`src/rtl/regfile_param.sv`:
```
// rtl/regfile_param.sv - parameterised register file with multiple combinational read ports and a walk-clear FSM
// Optional same-cycle write-through read forwarding is enabled by defining REGFILE_PARAM_BYPASS_EN.
module regfile_param #(
  parameter int          DATA_W    = 8,
  parameter int          ADDR_W    = 4,
  parameter int          NUM_RD    = 2,
  parameter logic [31:0] RESET_VAL = 32'hF0
) (
  input  logic                     clk,
  input  logic                     rst,
  input  logic                     wr_en,
  input  logic [ADDR_W-1:0]        wr_addr,
  input  logic [DATA_W-1:0]        wr_data,
  input  logic [NUM_RD*ADDR_W-1:0] rd_addr,
  output logic [NUM_RD*DATA_W-1:0] rd_data,
  output logic [DATA_W-1:0]        top_out,
  input  logic                     clr_req,
  output logic                     clr_busy,
  output logic                     wr_drop
);

  localparam int                DEPTH = 2 ** ADDR_W;
  localparam logic [DATA_W-1:0] RST_V = RESET_VAL[DATA_W-1:0];

  typedef enum logic {IDLE, CLEAR} state_t;

  state_t              state, state_nx;
  logic [ADDR_W-1:0]   ptr, ptr_nx;
  logic                drop_nx;
  logic                mem_we;
  logic [ADDR_W-1:0]   mem_waddr;
  logic [DATA_W-1:0]   mem_wdata;
  logic [DATA_W-1:0]   mem [DEPTH] = '{default: RST_V};

  always_ff @(posedge clk) begin
    if (rst) begin
      state   <= IDLE;
      ptr     <= '0;
      wr_drop <= 1'b0;
      for (int i = 0; i < DEPTH; i++) mem[i] <= RST_V;
    end else begin
      state   <= state_nx;
      ptr     <= ptr_nx;
      wr_drop <= drop_nx;
      if (mem_we) mem[mem_waddr] <= mem_wdata;
    end
  end

  // The clear walk owns the single write port; user writes are only honoured in IDLE.
  always_comb begin
    state_nx  = state;
    ptr_nx    = ptr;
    drop_nx   = 1'b0;
    mem_we    = 1'b0;
    mem_waddr = wr_addr;
    mem_wdata = wr_data;
    case (state)
      IDLE: begin
        mem_we = wr_en;
        if (clr_req) begin
          state_nx = CLEAR;
          ptr_nx   = '0;
        end
      end
      CLEAR: begin
        mem_we    = 1'b1;
        mem_waddr = ptr;
        mem_wdata = RST_V;
        ptr_nx    = ptr + 1'b1;
        drop_nx   = wr_en;
        if (&ptr) state_nx = IDLE;
      end
    endcase
  end

  assign clr_busy = (state == CLEAR);
  assign top_out  = mem[DEPTH-1];

  for (genvar k = 0; k < NUM_RD; k++) begin : g_rd
    logic [ADDR_W-1:0] ra;
    assign ra = rd_addr[k*ADDR_W +: ADDR_W];
`ifdef REGFILE_PARAM_BYPASS_EN
    // Forward only writes that will actually commit this cycle.
    assign rd_data[k*DATA_W +: DATA_W] =
      (!rst && state == IDLE && wr_en && wr_addr == ra) ? wr_data : mem[ra];
`else
    assign rd_data[k*DATA_W +: DATA_W] = mem[ra];
`endif
  end

endmodule

```
`config.mk`:
```
export PLATFORM = sky130hd
export DESIGN_NAME = regfile_param
export DESIGN_NICKNAME = d
export VERILOG_FILES = /design/src/rtl/regfile_param.sv
export SDC_FILE = /design/constraint.sdc
export NUM_CORES = 1
export LEC_CHECK = 0
export CORE_ASPECT_RATIO = 1.2
export CORE_UTILIZATION = 59
export CTS_CLUSTER_SIZE = 14
export DETAILED_ROUTE_END_ITERATION = 8
export GPL_ROUTABILITY_DRIVEN = 0
export PLACE_DENSITY = 0.87
export SYNTH_ARGS = -nofsm -noshare
export SYNTH_HDL_FRONTEND = slang
export SYNTH_SLANG_ARGS = --single-unit
```
`constraint.sdc`:
```
create_clock -name clk -period 3.2 [get_ports clk]
set_clock_uncertainty 0.2 [all_clocks]
set_input_delay 0.64 -clock clk [delete_from_list [all_inputs] [get_ports clk]]
set_output_delay 0.64 -clock clk [all_outputs]
set_load 0.005 [all_outputs]
```
M3 wires:
Drawn at 4 px/um. Cells faint in the background.
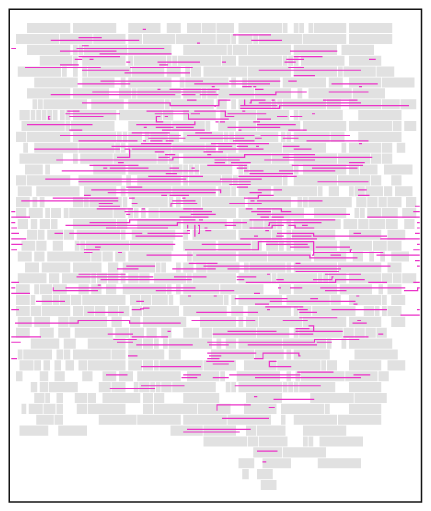
- wire length on this layer: 3120 um
- longest straight run: 46.5 um
- nets with wire on the layer: 197

Signal metal coverage by tile:
Drawn at 3 px/um. 21 x 25 tiles, from dark blue (low) to red (high), scaled to the fullest tile. Values are wire area over tile area, all layers added.
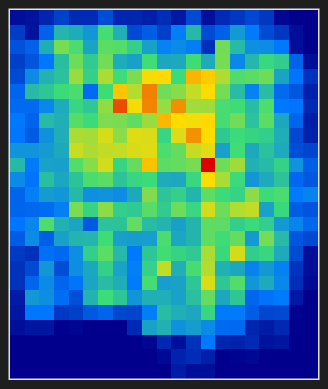
- mean over tiles: 0.32
- tiles over half the peak: 24%
- fullest tile: 0.98
- nearly empty tiles: 12%

==> run summary <==
flow finished, numbers: post-route cell area ~0.0091 mm^2, CTS tree done, violated checks negative setup slack, leading registers by flop count mem (128), ptr (4), clock-net power 2.06 mW, final setup fails 1, Post-Place Cell Area ~0.0082 mm^2, DR DRC count 0, Largest register FFs 128, area leader, netlist edfxtp_1, power in sequential cells 1.99 mW, HPWL Detailed 14000 um, number of synthesized register bits 134, CTS clk-pin slew, worst paths around 60 ps, Buffers on Ports 49, hold_buf cts 0, worst r2r src clr_busy$_SDFF_PP0_, XOR Share, Synth 0, Final Worst Setup Slack -14.2 ps, Top Ports 50, Final Max-Slew Violation Tally 0, DIE WIDTH 103 um, Slowest-stage cell, CP clkdlybuf4s50_1, main flop type edfxtp_1, Comb. pwr 587 uW, P per Cell Area 510 mW/mm^2, # fillers 638, final net count 621, first-pass GRT wire length approximately 33000 um, outcome finished, violations left, Complex Gates by Area 0.0962, Synth Seq Share 0.552, # Cells Yosys roughly 500, most frequent cell after synthesis edfxtp_1, share of cells above drive strength 1 0.322, vias in the first global route 5520
I/O pins on the die edge:
Drawn at 4 px/um. Pins as bars across the die edge, other pins in gray.
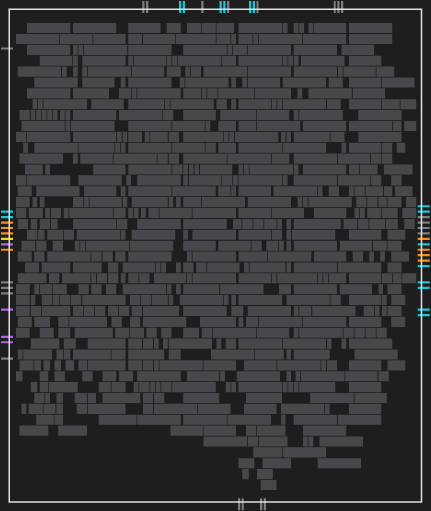
- cyan: `rd_data` (pins 16; direction output; edge 8 east, 6 north, 2 west)
- yellow: `clr_req` (pins 1; direction input; edge west)
- purple: `wr_addr` (pins 4; direction input; edge west)
- orange: `wr_data` (pins 8; direction input; edge 4 east, 4 west)
- all pins by edge: 16 west, 16 east, 14 north, 4 south

metrics by stage:
stage | worst slack, ps | instances | TNS (ps) | power [mW] | utilization
finish | -14.2 | 766 | -14.2 | 4.64 | 0.775
global route | -37.9 | 766 | -83.7 | 4.71 | 0.775
CTS | 0.486 | 761 | 0 | 4.59 | 0.765
detailed placement | -273 | 723 | -3190 | 2.55 | 0.699
global placement | -171 | 723 | -2220 | 2.53 | 0.699
floorplan | 420 | 504 | 0 | 2.30 | -
timing repair:
action | CTS | global route
resized | 14 | 25
endpoints found under the setup margin | 16 | 16
cloned | 4 | 0
pin swaps | 1 | 5
setup buffers | 2 | 5
critical path, delay by kind of cell:
| kind | cells | cell delay, ps |
|---|---|---|
| AND-OR/OR-AND | 1 | 220 |
| buffers and inverters | 4 | 1250 |
| AND/OR/NAND/NOR | 2 | 250 |
worst max path at each step:
stage / end / depth (start not counted) / slack (ps)
finish: rd_data[7] / 7 / -10
global route: rd_data[5] / 7 / -40
CTS: rd_data[15] / 6 / 0.5
detailed placement: rd_data[6] / 5 / -270
global placement: rd_data[10] / 6 / -170
floorplan: rd_data[10] / 5 / 420
cell families after synthesis:
group                    after synthesis
AND-OR/OR-AND                         71
adder cells (fa/ha/maj)                1
buffers and inverters                 40
flip-flops                           134
multiplexers                          67
AND/OR/NAND/NOR                      191
layer usage:
layer,vias up,GRT usage,wire length [um]
met5,-,0,0
met4,0,0.241,1500
met3,144,0.0934,3120
met2,601,0.629,11400
met1,2612,0.465,6550
li1,2180,-,-
area by class of cell:
| type | instances | share of cell area |
|---|---|---|
| clock buffer | 18 | 0.0472 |
| sequential | 134 | 0.436 |
| tap | 157 | 0.0216 |
| multi-input combinational | 330 | 0.341 |
| timing repair buffer | 113 | 0.133 |
| clock inverter | 14 | 0.0208 |
Power figures rest on the tool's default switching activity, not on a simulated workload.
